### Sizing map, run 1

Drawn at 2 px/um.
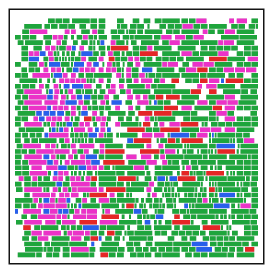
### Placement view, run 1

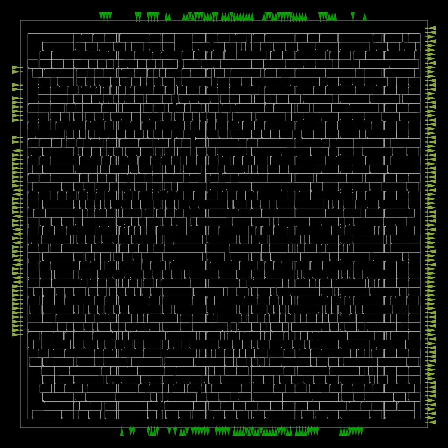
### Wiring heat map, run 1

Drawn at 3 px/um. The die is cut into 25 by 25 equal tiles; dark purple is low, yellow is high, scaled to the fullest tile. Values are wire area over tile area, all layers added.
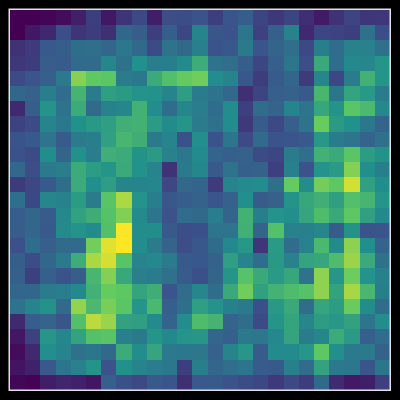
### A small window of the routed layout, run 1

Region (38, 64) to (88, 114) um. Cells in grey, sequential cells in the stronger grey; small squares are vias.
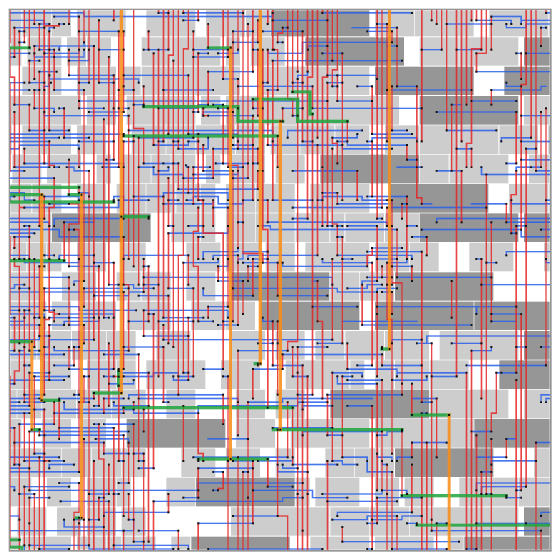
$ cat src/rtl/lsu_ctrl.sv
// -----------------------------------------------------------------------------
// lsu_ctrl -- load/store control stage between execute and the two-bank data
// memory (2 KB by default).
//
// Accepts one request at a time and computes ea = req_base + req_offset. It
// translates RISC-V funct3 into the memory op code and sequences the memory's
// one-cycle synchronous read. It returns sign/zero-extended load data and
// raises precise exceptions (illegal / misaligned / access fault).
//
// Build option:
//   LSU_MISALIGN_TRAP_EN  defined   -> misaligned half/word accesses trap
//                                      (cause 4 load, 6 store)
//                         undefined -> no trap; the address is forced aligned
//
// Ports:
//   clk, nrst                 clock, asynchronous active-low reset
//   req_valid / req_ready     request handshake (ready only in IDLE)
//   req_store, req_funct3     access kind and RISC-V funct3
//   req_base, req_offset      rs1 and sign-extended immediate
//   req_wdata, req_rd         store data, load destination register
//   mem_stall                 1 = memory idle (chip enables off)
//   mem_op, mem_addr          memory op code and byte address
//   mem_wdata, mem_rdata      unshifted store data, read data (next cycle)
//   wb_valid, wb_rd, wb_data  one-cycle load result
//   exc_valid, exc_cause,     one-cycle exception with cause and faulting
//   exc_addr                  effective address (0 for illegal)
// -----------------------------------------------------------------------------
module lsu_ctrl #(
  parameter int ADDR_W = 11
) (
  input  logic              clk,
  input  logic              nrst,
  input  logic              req_valid,
  output logic              req_ready,
  input  logic              req_store,
  input  logic [2:0]        req_funct3,
  input  logic [31:0]       req_base,
  input  logic [31:0]       req_offset,
  input  logic [31:0]       req_wdata,
  input  logic [4:0]        req_rd,
  output logic              mem_stall,
  output logic [2:0]        mem_op,
  output logic [ADDR_W-1:0] mem_addr,
  output logic [31:0]       mem_wdata,
  input  logic [31:0]       mem_rdata,
  output logic              wb_valid,
  output logic [4:0]        wb_rd,
  output logic [31:0]       wb_data,
  output logic              exc_valid,
  output logic [3:0]        exc_cause,
  output logic [31:0]       exc_addr
);

  typedef enum logic [1:0] {S_IDLE, S_ACCESS, S_DATA} state_t;

  localparam logic [3:0] CAUSE_ILLEGAL  = 4'd2;
  localparam logic [3:0] CAUSE_LD_FAULT = 4'd5;
  localparam logic [3:0] CAUSE_ST_FAULT = 4'd7;
`ifdef LSU_MISALIGN_TRAP_EN
  localparam logic [3:0] CAUSE_LD_MISALIGN = 4'd4;
  localparam logic [3:0] CAUSE_ST_MISALIGN = 4'd6;
`endif

  state_t              state_q, state_d;
  logic [31:0]         ea;
  logic                is_half, is_word;
  logic                illegal, misaligned, out_of_range;
  logic                accept, trap, start;
  logic [3:0]          cause;
  logic [2:0]          op;
  logic [ADDR_W-1:0]   acc_addr;
  logic [4:0]          rd_q;
  logic [2:0]          funct3_q;
  logic [31:0]         load_data;

  // ---------------------------------------------------------------------------
  // Request decode (only meaningful in the acceptance cycle)
  // ---------------------------------------------------------------------------
  assign ea      = req_base + req_offset;
  assign is_half = (req_funct3[1:0] == 2'b01);
  assign is_word = (req_funct3[1:0] == 2'b10);

  // Loads allow LB/LH/LW/LBU/LHU; stores allow SB/SH/SW only.
  assign illegal = req_store ? (req_funct3 >= 3'b011)
                             : ((req_funct3 == 3'b011) || (req_funct3[2:1] == 2'b11));

`ifdef LSU_MISALIGN_TRAP_EN
  assign misaligned = (is_half && ea[0]) || (is_word && (ea[1:0] != 2'b00));
`else
  assign misaligned = 1'b0;
`endif

  assign out_of_range = |ea[31:ADDR_W];

  assign req_ready = (state_q == S_IDLE);
  assign accept    = req_valid && req_ready;
  assign trap      = accept && (illegal || misaligned || out_of_range);
  assign start     = accept && !trap;

  // Clearing the low bits is a no-op when misalignment traps, and is the
  // forced alignment when it does not.
  assign acc_addr = ea[ADDR_W-1:0] & {{(ADDR_W-2){1'b1}}, ~is_word, ~(is_word | is_half)};

  // NOTE: every combinational output gets a default first so no path leaves it
  // unassigned, which would otherwise infer a latch.
  always_comb begin
    cause = CAUSE_ILLEGAL;
    if (illegal)
      cause = CAUSE_ILLEGAL;
`ifdef LSU_MISALIGN_TRAP_EN
    else if (misaligned)
      cause = req_store ? CAUSE_ST_MISALIGN : CAUSE_LD_MISALIGN;
`endif
    else
      cause = req_store ? CAUSE_ST_FAULT : CAUSE_LD_FAULT;
  end

  // LBU/LHU are issued as word reads; the lane is extracted here instead.
  always_comb begin
    op = 3'b010;
    if (req_store)
      op = {1'b1, req_funct3[1:0]};
    else if (!req_funct3[2])
      op = req_funct3;
  end

  // ---------------------------------------------------------------------------
  // Load result formatting (mem_addr is still the accepted address in DATA)
  // ---------------------------------------------------------------------------
  always_comb begin
    load_data = mem_rdata;
    case (funct3_q)
      3'b100:  load_data = {24'd0, mem_rdata[{mem_addr[1:0], 3'b000} +: 8]};
      3'b101:  load_data = {16'd0, (mem_addr[1] ? mem_rdata[31:16] : mem_rdata[15:0])};
      default: load_data = mem_rdata;
    endcase
  end

  // ---------------------------------------------------------------------------
  // FSM
  // ---------------------------------------------------------------------------
  // NOTE: sequential state uses non-blocking assignments so every register
  // samples pre-edge values regardless of process evaluation order.
  always_ff @(posedge clk or negedge nrst) begin
    if (!nrst) state_q <= S_IDLE;
    else       state_q <= state_d;
  end

  always_comb begin
    state_d = state_q;
    case (state_q)
      S_IDLE:   if (start) state_d = S_ACCESS;
      S_ACCESS: state_d = mem_op[2] ? S_IDLE : S_DATA;
      S_DATA:   state_d = S_IDLE;
      default:  state_d = S_IDLE;
    endcase
  end

  // ---------------------------------------------------------------------------
  // Registered outputs
  // ---------------------------------------------------------------------------
  always_ff @(posedge clk or negedge nrst) begin
    if (!nrst) begin
      mem_stall <= 1'b1;
      mem_op    <= 3'b010;
      mem_addr  <= '0;
      mem_wdata <= '0;
      rd_q      <= '0;
      funct3_q  <= '0;
      wb_valid  <= 1'b0;
      wb_rd     <= '0;
      wb_data   <= '0;
      exc_valid <= 1'b0;
      exc_cause <= '0;
      exc_addr  <= '0;
    end else begin
      wb_valid  <= 1'b0;
      exc_valid <= 1'b0;
      // Chip enables are on only during the ACCESS cycle.
      mem_stall <= (state_d != S_ACCESS);

      if (trap) begin
        exc_valid <= 1'b1;
        exc_cause <= cause;
        exc_addr  <= illegal ? 32'd0 : ea;
      end

      // The memory interface changes only on acceptance; DATA must see the
      // same op/address the read was issued with.
      if (start) begin
        mem_op    <= op;
        mem_addr  <= acc_addr;
        mem_wdata <= req_wdata;
        rd_q      <= req_rd;
        funct3_q  <= req_funct3;
      end

      if (state_q == S_DATA) begin
        wb_valid <= 1'b1;
        wb_rd    <= rd_q;
        wb_data  <= load_data;
      end
    end
  end

endmodule
$ cat config.mk
export PLATFORM = sky130hd
export DESIGN_NAME = lsu_ctrl
export DESIGN_NICKNAME = d
export VERILOG_FILES = /design/src/rtl/lsu_ctrl.sv
export SDC_FILE = /design/constraint.sdc
export NUM_CORES = 1
export LEC_CHECK = 0
export CAP_MARGIN = 20
export CORE_MARGIN = 2
export CORE_UTILIZATION = 49
export DETAILED_ROUTE_END_ITERATION = 6
export PLACE_DENSITY_LB_ADDON = 0.2
export SLEW_MARGIN = 25
export SYNTH_ARGS = -nofsm -noshare
export SYNTH_HDL_FRONTEND = slang
export SYNTH_SLANG_ARGS = --single-unit
export TNS_END_PERCENT = 50
$ cat constraint.sdc
create_clock -name clk -period 3.35 [get_ports clk]
set_input_delay 0.67 -clock clk [delete_from_list [all_inputs] [get_ports clk]]
set_output_delay 0.67 -clock clk [all_outputs]
set_load 0.03 [all_outputs]
==> commit_impl_results.txt, run 1 <==
Update PnR metrics after Yosys + OpenROAD run

- On the critical path the largest part of the delay comes from AND-OR/OR-AND gates.
- Total of fill cells in the finished design: 697
* Starting DRC count in detailed routing: 442
- Once the clock tree was built, the setup fixing pass inserted 26 buffers.
* All-Layer GR Usage: a little over a third
* Starting utilization of the core area: 50.4%
- Clock-cell share: 4.69%
* Count of input and output buffers: roughly 260
- The flow ran to the end, but the final reports show violations.
- Synth Instances: 690
- The net count of the finished layout is ~1300.
* Instance count on the critical path: 15
- Flops out of synthesis: ~130
* Final WL: 29200 um
- Worst-case headroom to the max-slew limit: a little under two fifths
- Per the detailed placement report, the placed cell area equals roughly 11000 um2.
- Fraction of synthesized cell area taken by the top area cell type: between 40% and 50%
- Congestion Overflow GR: 0
* Netlist cell types: approximately 68
- Compared with the post-synthesis result, the final layout area differs by 71.8%.
- Yosys Chip Area: ~7400 um2
* Endpoints failing hold: 0
* Remaining DRCs: 0
* Number of pins exceeding their max-slew limit in the final report: 0
- Most common cell on crit path: sky130_fd_sc_hd__buf_12
- First-pass GRT wire length: 43900 um
- Multi-input gate area in the final layout: around 4500 um2
- Number of flops mapped to enable cells by yosys: 0
* Post-detailed-route via-to-cell ratio: slightly below 6
- Total leakage power: 0.00569 uW
* Non-CTS buffers: 428
* Finish-stage setup viols: 91
* Multi-input logic cell count: around 500
- Share of the clock period used by the worst path: 122%
- After layout the signal buffers, clock cells excluded, come to a little under a third of cell area.
- Dominant synthesized flop cell: sky130_fd_sc_hd__dfrtp_1
* Category of the worst setup path capture point: flip-flop
* Failing checks: negative setup slack
- The number of hold buffers added after CTS was 0.
* Area of the die: approximately 16000 um2
- PD cells: about 400 nW/um2
- The final weighted congestion recorded by global placement is 0.913.
- Net count after synthesis: about 860
- Post-route minimum period: between 4 and 5 ns
- Sequence of cells on the critical path: buf_2 > ha_4 > o211ai_1 > nor2_4 > a221oi_4 > buf_4 > o21ai_4 > o41a_1 > a2111o_1 > or4_4 > nor3_4 > buf_12 > buf_12 > buf_16 > mux2_4
- Termination of the worst setup path: mem_addr[6]
- Final Skew: roughly 0.0095 ns
- Clock buffers in the final layout number 18.
- The average instance in the mapped netlist occupies between 10 and 15 um2.
- For this sky-water flow run, the detailed-routed wirelength per cell is reported as between 20 and 25 um.
- The min-delay analysis places its worst path in the category input pin to async pin.
- Worst path required time: 3.66 ns
- Number of antenna violations at the first check in global routing: 0
- Count of non-CTS inverters in the layout: 22
- Final HPWL from detailed placement: ~18000 um
- Summing internal, switching and leakage power gives a little over 5000 uW.
- In this run the worst path has a maximum fanout of 6.
* Maximum cell stage delay along the critical path: 0.52 ns
- The floorplan report lists the tap cell count as around 180.
- Commonest cells after routing, fill and taps aside: sky130_fd_sc_hd__clkdlybuf4s50_1, sky130_fd_sc_hd__buf_4, sky130_fd_sc_hd__dfrtp_1
- Maximum clock frequency: roughly 250 MHz
- Origin of the worst setup path: req_offset[2]
- Per the power-grid run, VDD falls by no more than roughly 0.42 mV.
- Clock tree synthesis selected as its root buffer the cell sky130_fd_sc_hd__clkbuf_16.
- R2r setup slk: about 1.2 ns
- Once routing completed, OpenROAD measured the worst setup slack at -0.724 ns.
* Clock insertion delay at the later pin of the skew report: roughly 0.43 ns
- CTS saw between 100 and 150 sinks.
- For this block, the via count after detailed routing is around 7700.
- Hold slack final: slightly below 0.4 ns
* Area-dominant cell class after layout: logic gates
Back to the opening pictures, 'Sizing map':
| colour | size | cells | share |
|---|---|---|---|
| magenta | drive 3 to 4 | 245 | 22% |
| green | drive 1 or less | 751 | 68% |
| blue | drive 2 | 67 | 6.0% |
| red | drive 6 and up | 47 | 4.2% |

Back to the opening pictures, 'Placement view':
share of the core filled with cells: 86.6%
row count: 44
proportion of cell area occupied by registers: 25.8%

Back to the opening pictures, 'Wiring heat map':
tiles over half the peak: 29%
mean over tiles: 0.30
fullest tile: 0.73
nearly empty tiles: 1.0%

Back to the opening pictures, 'A small window of the routed layout':
| colour | layer |
|---|---|
| green | met3 |
| red | met2 |
| orange | met4 |
| blue | met1 |
sequential cells in the window: 19
cells with their middle in the window: 189
netlist names of flops here include: exc_addr (11), mem_wdata (3), exc_cause (2)
most frequent: buf_4 (41), clkdlybuf4s50_1 (21), dfrtp_1 (19)

[run 1: sequential cells by signal, indices dropped and copies added, names as in the netlist, 2 cells and up]
| signal | count |
|---|---|
| exc_addr | 32 |
| wb_data | 32 |
| mem_addr | 11 |
| exc_cause | 2 |
| wb_rd | 5 |
| mem_op | 3 |
| funct3_q | 3 |
| mem_wdata | 32 |
| state_q | 2 |
| rd_q | 5 |
[run 1: worst register-to-register path, cell delays in order (launching register included)]
cell,delay [ns]
sky130_fd_sc_hd__dfrtp_1,0.58
sky130_fd_sc_hd__nor2_1,0.65
sky130_fd_sc_hd__mux4_2,0.60
sky130_fd_sc_hd__nand2_1,0.10
sky130_fd_sc_hd__a31oi_1,0.08
[run 1: per-layer routing]
| metal | global-route usage, % | up-vias | routed length, um |
|---|---|---|---|
| li1 | - | 3340 | - |
| met1 | 39.2 | 3795 | 10500 |
| met2 | 63.4 | 462 | 15100 |
| met3 | 7.38 | 102 | 2220 |
| met4 | 16.8 | 0 | 1350 |
| met5 | 0 | - | 0 |
[run 1: report_power, final]
part / internal, uW / switching [uW]
Combinational: 751 / 739
Sequential: 1630 / 46.9
Clock: 1130 / 774
Total: 3510 / 1560
[run 1: kinds of logic after synthesis]
kind of cell	count (synthesis)	synth area share, %
compound gates	204	19.6
simple gates	165	10.4
flops	130	44.3
mux	65	12.0
buf+inv	62	4.32
fa+ha+maj	34	5.89
xor+xnor	29	3.45
other cells	1	0.0510
[run 1: cell usage after synthesis (3+ instances only)]
master,count
sky130_fd_sc_hd__a21oi_1,38
sky130_fd_sc_hd__nand3_1,14
sky130_fd_sc_hd__inv_1,22
sky130_fd_sc_hd__clkbuf_1,26
sky130_fd_sc_hd__ha_1,33
sky130_fd_sc_hd__a22oi_1,12
sky130_fd_sc_hd__nand2_1,74
sky130_fd_sc_hd__a31oi_1,10
sky130_fd_sc_hd__a221oi_1,3
sky130_fd_sc_hd__buf_2,5
sky130_fd_sc_hd__o211ai_1,4
sky130_fd_sc_hd__mux2_4,30
sky130_fd_sc_hd__a22o_1,37
sky130_fd_sc_hd__nor2_1,33
sky130_fd_sc_hd__mux2_1,6
sky130_fd_sc_hd__nand4_1,7
sky130_fd_sc_hd__a21o_1,8
sky130_fd_sc_hd__dfrtp_1,128
sky130_fd_sc_hd__o2bb2ai_1,11
sky130_fd_sc_hd__o21bai_1,3
sky130_fd_sc_hd__nand2b_1,5
sky130_fd_sc_hd__o21a_1,4
sky130_fd_sc_hd__buf_12,3
sky130_fd_sc_hd__o21ai_1,3
sky130_fd_sc_hd__xnor2_1,13
sky130_fd_sc_hd__and2_1,3
sky130_fd_sc_hd__nor2b_1,7
sky130_fd_sc_hd__nor3_1,8
sky130_fd_sc_hd__xor2_1,16
sky130_fd_sc_hd__and3_1,5
sky130_fd_sc_hd__o21ai_0,41
sky130_fd_sc_hd__mux2_2,20
sky130_fd_sc_hd__mux4_2,4
sky130_fd_sc_hd__buf_4,3
sky130_fd_sc_hd__mux2i_1,5
sky130_fd_sc_hd__a211oi_1,3
### Floorplan with the power grid, run 1

Drawn at 4 px/um. Pins as bars on the die edge.
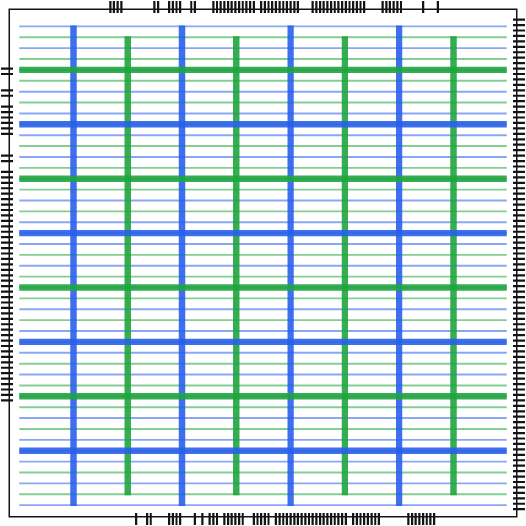

==> run 2, diff against run 1 <==
--- a/config.mk
+++ b/config.mk
@@ -6,7 +6,7 @@
 export NUM_CORES = 1
 export LEC_CHECK = 0
 export CAP_MARGIN = 20
-export CORE_MARGIN = 2
+export CORE_MARGIN = 4
 export CORE_UTILIZATION = 49
 export DETAILED_ROUTE_END_ITERATION = 6
 export PLACE_DENSITY_LB_ADDON = 0.2
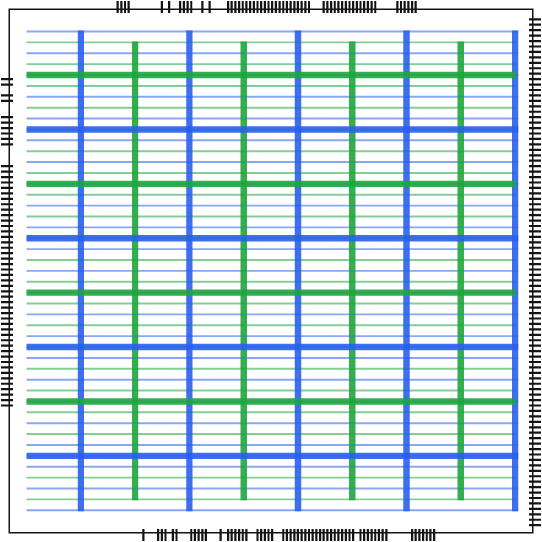
*Floorplan with the power grid, run 2*
Drawn at 4 px/um. Pins as bars on the die edge.
| colour | net |
|---|---|
| green | VDD |
| blue | VSS |
met5 straps: 8
rows: 44

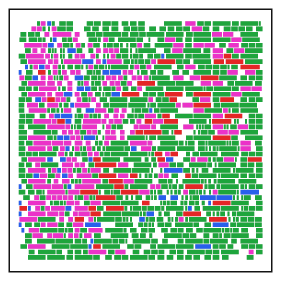
*Sizing map, run 2*
Drawn at 2 px/um.
| colour | size | cells | share |
|---|---|---|---|
| red | drive 6 and up | 50 | 4.5% |
| magenta | drive 3 to 4 | 261 | 23% |
| blue | drive 2 | 60 | 5.4% |
| green | drive 1 or less | 744 | 67% |

==> run 2 against run 1 <==
Die area grew 6.4%. The flow still finishes with violations (negative setup slack). Count of clock-buffer cells in the layout is 5 higher. Sequential share of layout area decreased by 0.29 points.
==> commit_impl_results.txt, run 2 <==
Update PnR metrics after Yosys + OpenROAD run

* Ratio of cells with drive above 1 in the final layout: 33.3%
- Global routing consumed, on the met2 layer, about 55% of the routing resources.
- Clock insertion delay at the later pin of the skew report: 0.42 ns
* Number of buffers added to fix hold violations after cts: 0
* Remaining DRCs: 0
- Final Net Count: between 1000 and 1500
- In the global route stage, overall resource usage came out at 30.6%.
- Per the summary, power density relative to cell area is between 300 and 400 nW/um2.
* Dominant synthesized flop cell: sky130_fd_sc_hd__dfrtp_1
- The initial antenna violation count is 0.
- Number of global-route vias before repair: about 7700
- Largest registers in the final layout: exc_addr x32, mem_wdata x32, wb_data x32
- The analysis reports a worst IR drop on VDD of about 0.37 mV.
- Recorded from the global router log, the overflow total was 0.
- The worst path in the final design needs a cycle of 3.99 ns, including I/O delays and setup.
- The floorplan has around 44 rows.
* Maximum clock frequency: 251 MHz
* Clock sinks: approximately 130
- The final critical path takes up 119% of the cycle.
* Horiz. Die Dim: roughly 130 um
- The detailed router finished its first iteration with 663 violations.
- Number of pins exceeding their max-slew limit in the final report: 0
- The design draws approximately 5000 uW.
* Kind of start point of the critical path: input pin
- Setup repair after global routing could not meet its margin everywhere.
- The longest clock path from root to sink contains 2 buffers.
* Setup CP Type: input pin to flip-flop
- For reference, the top cells by count after synthesis are sky130_fd_sc_hd__dfrtp_1, sky130_fd_sc_hd__nand2_1, sky130_fd_sc_hd__o21ai_0.
* Starting utilization of the core area: about half
- Core box area: between 10000 and 15000 um2
- Commonest cells after routing, fill and taps aside: sky130_fd_sc_hd__clkdlybuf4s50_1, sky130_fd_sc_hd__buf_4, sky130_fd_sc_hd__dfrtp_1
- As logged by OpenROAD, the buffers inserted on ports number roughly 260.
* Worst setup slack after layout: -0.638 ns
- Before antenna repair, the detailed router went through 6 iterations.
- Summed over all cells, the static leakage comes to 0.00575 uW.
- The mapped netlist covers 7350 um2.
- Die Y: 131 um
- The final timing report lists clock skew as roughly 0.010 ns.
- Post-synthesis cell type with the largest instance count: sky130_fd_sc_hd__dfrtp_1
- Per the synthesis report, the number of distinct cell types is between 60 and 70.
* Dominant logic cell type in the layout: sky130_fd_sc_hd__clkdlybuf4s50_1
- In the final layout, the fill cell count is 705.
* Total of warnings raised by yosys: 0
- Dividing the detail-routed via count by the number of cells gives slightly below 6.
- TritonCTS built the clock tree.
* Total negative setup slack: -46.06 ns
- Measured slew at the worst slew-check pin: 0.660 ns
* Worst path required time: about 3.6 ns
- Fraction of registers with async set or reset after synthesis: 100%
* Fraction of synthesized cell area taken by the top area cell type: roughly 44%
- Endpoints failing hold: 0
* Maximum cell stage delay along the critical path: approximately 0.54 ns
* Hold slack final: 0.246 ns
- Routing usage on met1: 36.3%
- Clock slew seen by the registers of the worst setup and hold paths: roughly 0.06 ns
* Average wire length per cell after detail routing: around 23 um
- Syn Area/Cell: roughly 11 um2
- After synthesis, the design contains around 700 cells according to Yosys.
* Yosys Chip Area: 7350 um2
- The routed layout has just under 8000 vias.
* Sequence of cells on the critical path: dlygate4sd2_1 > ha_4 > a21oi_1 > o21ai_1 > a41o_1 > a41o_4 > a211o_1 > a31oi_4 > xnor2_2 > or4_4 > nor3_4 > buf_6 > buf_12 > buf_16 > mux2_4
- Synth Instances: a little under 700
- The die covers 17000 um2.
* Routing usage on met3: under 10%
- Data arrival, critical path: roughly 4.3 ns
- IO Pins: 263
- Cell taking the most area after synthesis: sky130_fd_sc_hd__dfrtp_1
- Entering global routing, the biggest net connects roughly 90 pins.
- The setup check on the worst reg-to-reg path leaves a slack of roughly 1.2 ns.
- Flops out of synthesis: around 130
- The placement summary gives the final routability congestion estimate as 0.934.
- Looking at the critical path, the single cell with the biggest stage delay is sky130_fd_sc_hd__or4_4.
* Sequential share of the synthesized area: roughly 44%
* Busiest grt layer: met2
- 0 antenna diodes ended up in the layout.
- First-pass GRT wire length: between 40000 and 50000 um
- The endpoint identified for the worst register-to-register timing path is wb_data[5].
* Result of the run: finished, violations left
- The wire-length estimate of the detail-placed layout is between 15000 and 20000 um.
- From the final report, the count of setup violators was given as about 91.
- The worst pin sits at a relative slew slack of a little under three fifths.
* Number of flops mapped to enable cells by yosys: 0
- The checks that failed: negative setup slack.
* Growth of design area from synthesis to finish: 73.8%
* Worst Path Max Fanout: 5
- The wire length recorded after detailed routing is just under 30000 um.
- The worst setup path is captured at a flip-flop.
- Sorting the synthesized cells by area gives the leading types as sky130_fd_sc_hd__dfrtp_1, sky130_fd_sc_hd__mux2_4, sky130_fd_sc_hd__ha_1.
* Classification of the worst-slack hold path: input pin to async pin
* Max-cap viol count: 0
* Number of routed nets with antenna violations: 0
* Count of warning messages emitted by the tools: 30
- Net count after synthesis: ~860
* Buffer type at the clock tree root: sky130_fd_sc_hd__clkbuf_16
* Critical register-to-register path startpoint: funct3_q[0]
run 2: cell counts after synthesis:
Identical to the previous run, type by type.
run 2: cell type report:
class | instances | area, um2 | share of cell area, %
Sequential cell | 130 | 3260 | 25.5
Clock buffer | 23 | 468 | 3.66
Timing Repair Buffer | 433 | 4060 | 31.7
Tap cell | 184 | 230 | 1.80
Clock inverter | 9 | 83.8 | 0.656
Inverter | 22 | 82.6 | 0.646
Multi-Input combinational cell | 498 | 4600 | 36.0
run 2: kinds of logic after synthesis:
group                    Yosys count  synth area share, %
adder cells (fa/ha/maj)           34                 5.89
AND-OR/OR-AND                    204                 19.6
XOR/XNOR                          29                 3.45
multiplexers                      65                 12.0
other                              1               0.0510
AND/OR/NAND/NOR                  165                 10.4
flip-flops                       130                 44.3
buffers and inverters             62                 4.32
run 2: timing repair:
item / in CTS / in global routing
buffers inserted: 26 / 16
gates resized: 150 / 103
pin swaps: 41 / 55
endpoints found under the hold margin: 0 / 0
setup endpoints to repair: 91 / 91
gates cloned: 4 / 3
run 2: critical path, delay by kind of cell:
kind	cells	cell delay, ns
xor gates and xnor gates	1	0.09
and+or+nand+nor	2	0.76
buffers and inverters	4	0.65
adders and majority gates	1	0.27
AOI/OAI and AO/OA	6	1.52
muxes	1	0.30
run 2: report_power, final:
| group | switching [uW] | total [uW] | internal [uW] |
|---|---|---|---|
| registers | 46.8 | 1680 | 1630 |
| clock network | 699 | 1760 | 1060 |
| logic | 766 | 1540 | 775 |
run 2: worst max path at each step:
stage	from	endpoint	depth (start not counted)
2_1_floorplan	req_base[0]	funct3_q[0]	15
3_3_place_gp	req_base[0]	mem_wdata[31]	14
3_5_place_dp	req_offset[0]	funct3_q[1]	15
4_1_cts	req_offset[0]	mem_wdata[27]	16
5_1_grt	req_offset[9]	mem_wdata[14]	15
6_report	req_offset[9]	mem_wdata[27]	15
run 2: routing by layer:
metal,share of wire (%),vias to the layer above
met1,37,3789
met5,0,-
met2,51,500
li1,-,3346
met3,7.9,116
met4,4.5,0
run 2: through the flow:
stage	instances	util (%)	worst slack, ns	instance area, um2
2_1_floorplan	690	-	-0.681	7420
3_5_place_dp	1220	75.1	-1.43	11000
6_report	1299	87.3	-0.638	12800
5_1_grt	1299	87.3	-0.762	12800
4_1_cts	1282	84.0	-0.573	12300
3_3_place_gp	1220	75.1	-1.31	11000
### A small window of the routed layout, run 2

Region (40, 66) to (90, 116) um. Cells in grey, sequential cells in the stronger grey; small squares are vias.
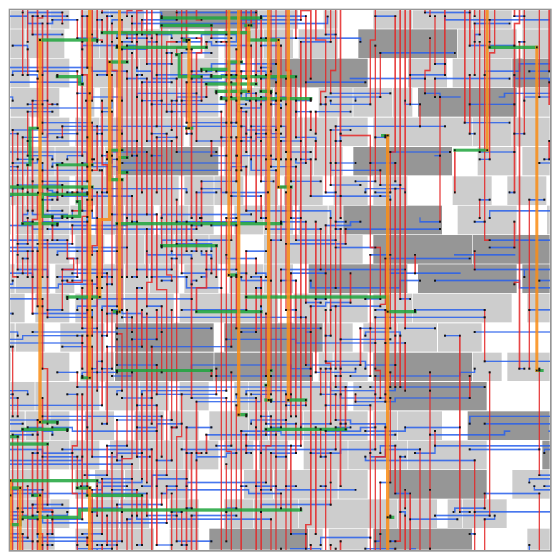

==> run 3, diff against run 2 <==
==> constraint.sdc (replaced) <==
create_clock -name clk -period 5.09 [get_ports clk]
set_input_delay 1.018 -clock clk [delete_from_list [all_inputs] [get_ports clk]]
set_output_delay 1.018 -clock clk [all_outputs]
set_load 0.03 [all_outputs]
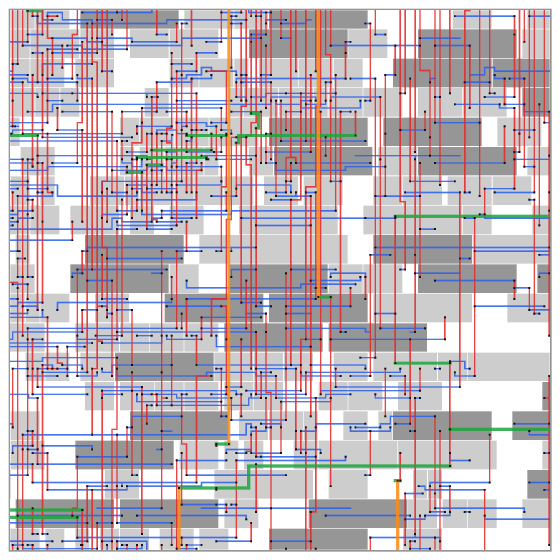
*A small window of the routed layout, run 3*
Region (40, 66) to (90, 116) um. Cells in grey, sequential cells in the stronger grey; small squares are vias.
| colour | layer |
|---|---|
| blue | met1 |
| green | met3 |
| red | met2 |
| orange | met4 |
sequential cells in the window: 27
netlist names of flops here include: exc_addr (17), mem_wdata (6), state_q (2)
cells with their middle in the window: 166
most frequent: dfrtp_1 (27), buf_4 (20), clkdlybuf4s50_1 (19)

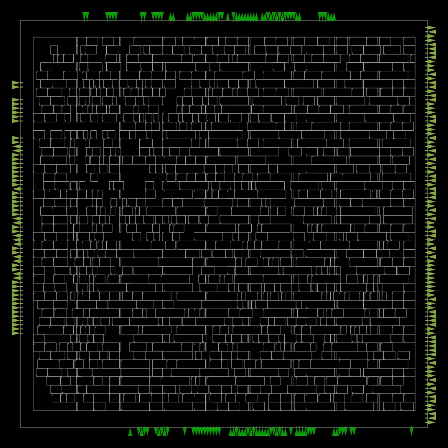
*Placement view, run 3*
number of flip-flops and latches: 130
share of the core filled with cells: 74.8%

==> run 3 against run 2 <==
The flow now finishes without violations. Sequential share of layout area up 4.2 points. Cell area down 14%. Clock skew down 0.0031 ns. Largest cell class unchanged.
==> commit_impl_results.txt, run 3 <==
Update PnR metrics after Yosys + OpenROAD run

- CTS reports a maximum clock tree buffer depth of 2.
- The detailed router reported a total wirelength of ~23000 um.
* IO Pins: about 260
- Number of antenna violations at the first check in global routing: 0
* Category of the worst setup path capture point: flip-flop
- Sequence of cells on the critical path: clkdlybuf4s50_1 > ha_1 > fa_1 > a211oi_2 > buf_4 > buf_4 > o211ai_1 > a21oi_1 > buf_4 > xor2_1 > o21ai_0 > a211oi_1 > nand4_1 > or4_4 > nor3_4 > buf_4 > buf_12 > mux2_1
* Growth of design area from synthesis to finish: 49.0%
* Clock tree from TritonCTS: yes
* Area of the die: between 15000 and 20000 um2
* Clock slew seen by the registers of the worst setup and hold paths: 0.06 ns
- Per the gpl log, the routability congestion estimate is slightly below 0.9.
* Cell family with most CP delay: buffers and inverters
* Max-cap viol count: 0
* Maximum cell stage delay along the critical path: roughly 0.53 ns
- Syn Area/Cell: about 11 um2
- The worst register-to-register path has a setup slack of between 2 and 3 ns.
* Worst Path Max Fanout: 16
- Overall routing resource usage recorded by global route was between 20% and 30%.
- From bottom edge to top edge, the die measures around 130 um.
* Fraction of registers with async set or reset after synthesis: 100%
- Count of input and output buffers: about 260
- Using the TritonRoute via totals, the vias-per-cell ratio works out to around 5.7.
- Number of global-route vias before repair: between 6000 and 7000
- The worst-case IR drop observed on VDD is ~0.22 mV.
- The final power report lists total power as 3130 uW.
- Final Skew: ~0.0074 ns
- Buffer type at the clock tree root: sky130_fd_sc_hd__clkbuf_16
* Number of routed nets with antenna violations: 0
* Terminus of the critical flop-to-flop path: exc_addr[3]
- Headroom to the max-slew limit came out at between 30% and 40%.
* Clock sinks: between 100 and 150
* Main area contributors after synthesis: sky130_fd_sc_hd__dfrtp_1, sky130_fd_sc_hd__mux2_4, sky130_fd_sc_hd__ha_1
* Worst Path Buf+Inv: 6
- Summing over every cut layer, the via total after detailed routing is 6656.
- Adding up every negative setup slack in the final design gives 0 ns.
* Result of the run: finished, final reports clean
* Number of flops mapped to enable cells by yosys: 0
- Among all stages on the critical path, the largest delay is contributed by sky130_fd_sc_hd__or4_4.
- For this design the static power due to leakage is a little under 0.005 uW.
- Starting DRC count in detailed routing: roughly 480
- The timing report shows the most common cell along the critical path to be sky130_fd_sc_hd__buf_4.
- When the netlist entered floorplanning its net count stood at ~860.
- The capture point of the critical path was reported as rd_q[1].
- Final HPWL from detailed placement: between 15000 and 20000 um
- Data arrival, critical path: between 5 and 6 ns
- Critical register-to-register path startpoint: state_q[1]
- The min-delay analysis places its worst path in the category flip-flop to flip-flop.
- The synthesis stats list as the most numerous cell sky130_fd_sc_hd__dfrtp_1.
- Number of optimization iterations in the first detailed-route pass: 4
- Number of pins exceeding their max-slew limit in the final report: 0
- Per the GRT congestion report, total overflow comes to 0.
* Finish-stage setup viols: 0
* Instance count on the critical path: 18
- Most frequent cells after synthesis: sky130_fd_sc_hd__dfrtp_1, sky130_fd_sc_hd__nand2_1, sky130_fd_sc_hd__o21ai_0
* Cell taking the most area after synthesis: sky130_fd_sc_hd__dfrtp_1
- Total of warnings raised by yosys: 0
- Synth logic family: AND-OR/OR-AND gates
- 0 antenna diodes ended up in the layout.
- Per the Yosys statistics, synthesis produced 690 cells.
- Per the synthesis report, the single largest cell type by area occupies a little over two fifths of cell area.
- In the setup report, the worst path falls into the class input pin to flip-flop.
==> run 3: cell counts after synthesis <==
Identical to the previous run, type by type.
==> run 3: metrics by stage <==
step                instance area [um2]  std cells  utilization, %
finish                            11000       1168            74.8
global route                      11000       1168            74.8
CTS                               10900       1166            74.6
detailed placement                10300       1134            70.3
global placement                  10300       1134            70.3
floorplan                          7350        690               -
==> run 3: final cells by class <==
cell class	count	area [um2]	area share [%]
Multi-Input combinational cell	498	3790	34.6
Sequential cell	130	3260	29.7
Timing Repair Buffer	302	2960	27.0
Clock buffer	17	425	3.88
Tap cell	184	230	2.10
Clock inverter	15	206	1.88
Inverter	22	82.6	0.754
==> run 3: what timing repair did <==
action                                  CTS  global route
buffers inserted                          0             2
gates resized                             0             4
endpoints found under the setup margin    0            51
==> run 3: worst min-delay path by stage <==
stage	start	end	slack, ns	cells past startpoint
after floorplan	rd_q[0]	wb_rd[0]	0.43	2
after global placement	state_q[1]	state_q[1]	0.45	1
after detailed placement	state_q[1]	state_q[1]	0.45	1
after CTS	state_q[1]	state_q[1]	0.46	1
after global routing	rd_q[0]	wb_rd[0]	0.49	2
final	state_q[1]	state_q[1]	0.46	1
==> run 3: power breakdown <==
group          total [uW]  internal, uW  switching, uW  leakage, uW
clock                1300           826            471     0.000305
sequential           1100          1070           30.5      0.00168
combinational         725           346            379      0.00294
total                3130          2250            881      0.00493
==> run 3: logic make-up after synthesis <==
kind of cell | after synthesis
mux | 65
flops | 130
compound gates | 204
simple gates | 165
xor+xnor | 29
other cells | 1
fa+ha+maj | 34
buf+inv | 62
==> run 3: layer usage <==
metal | track usage [%] | up-vias | wire length (um)
met1 | 32.7 | 3250 | 9320
met5 | 0 | - | 0
met4 | 7.62 | 0 | 451
met2 | 44.5 | 276 | 11000
met3 | 5.61 | 34 | 1690
li1 | - | 3096 | -
Power figures rest on the tool's default switching activity, not on a simulated workload.
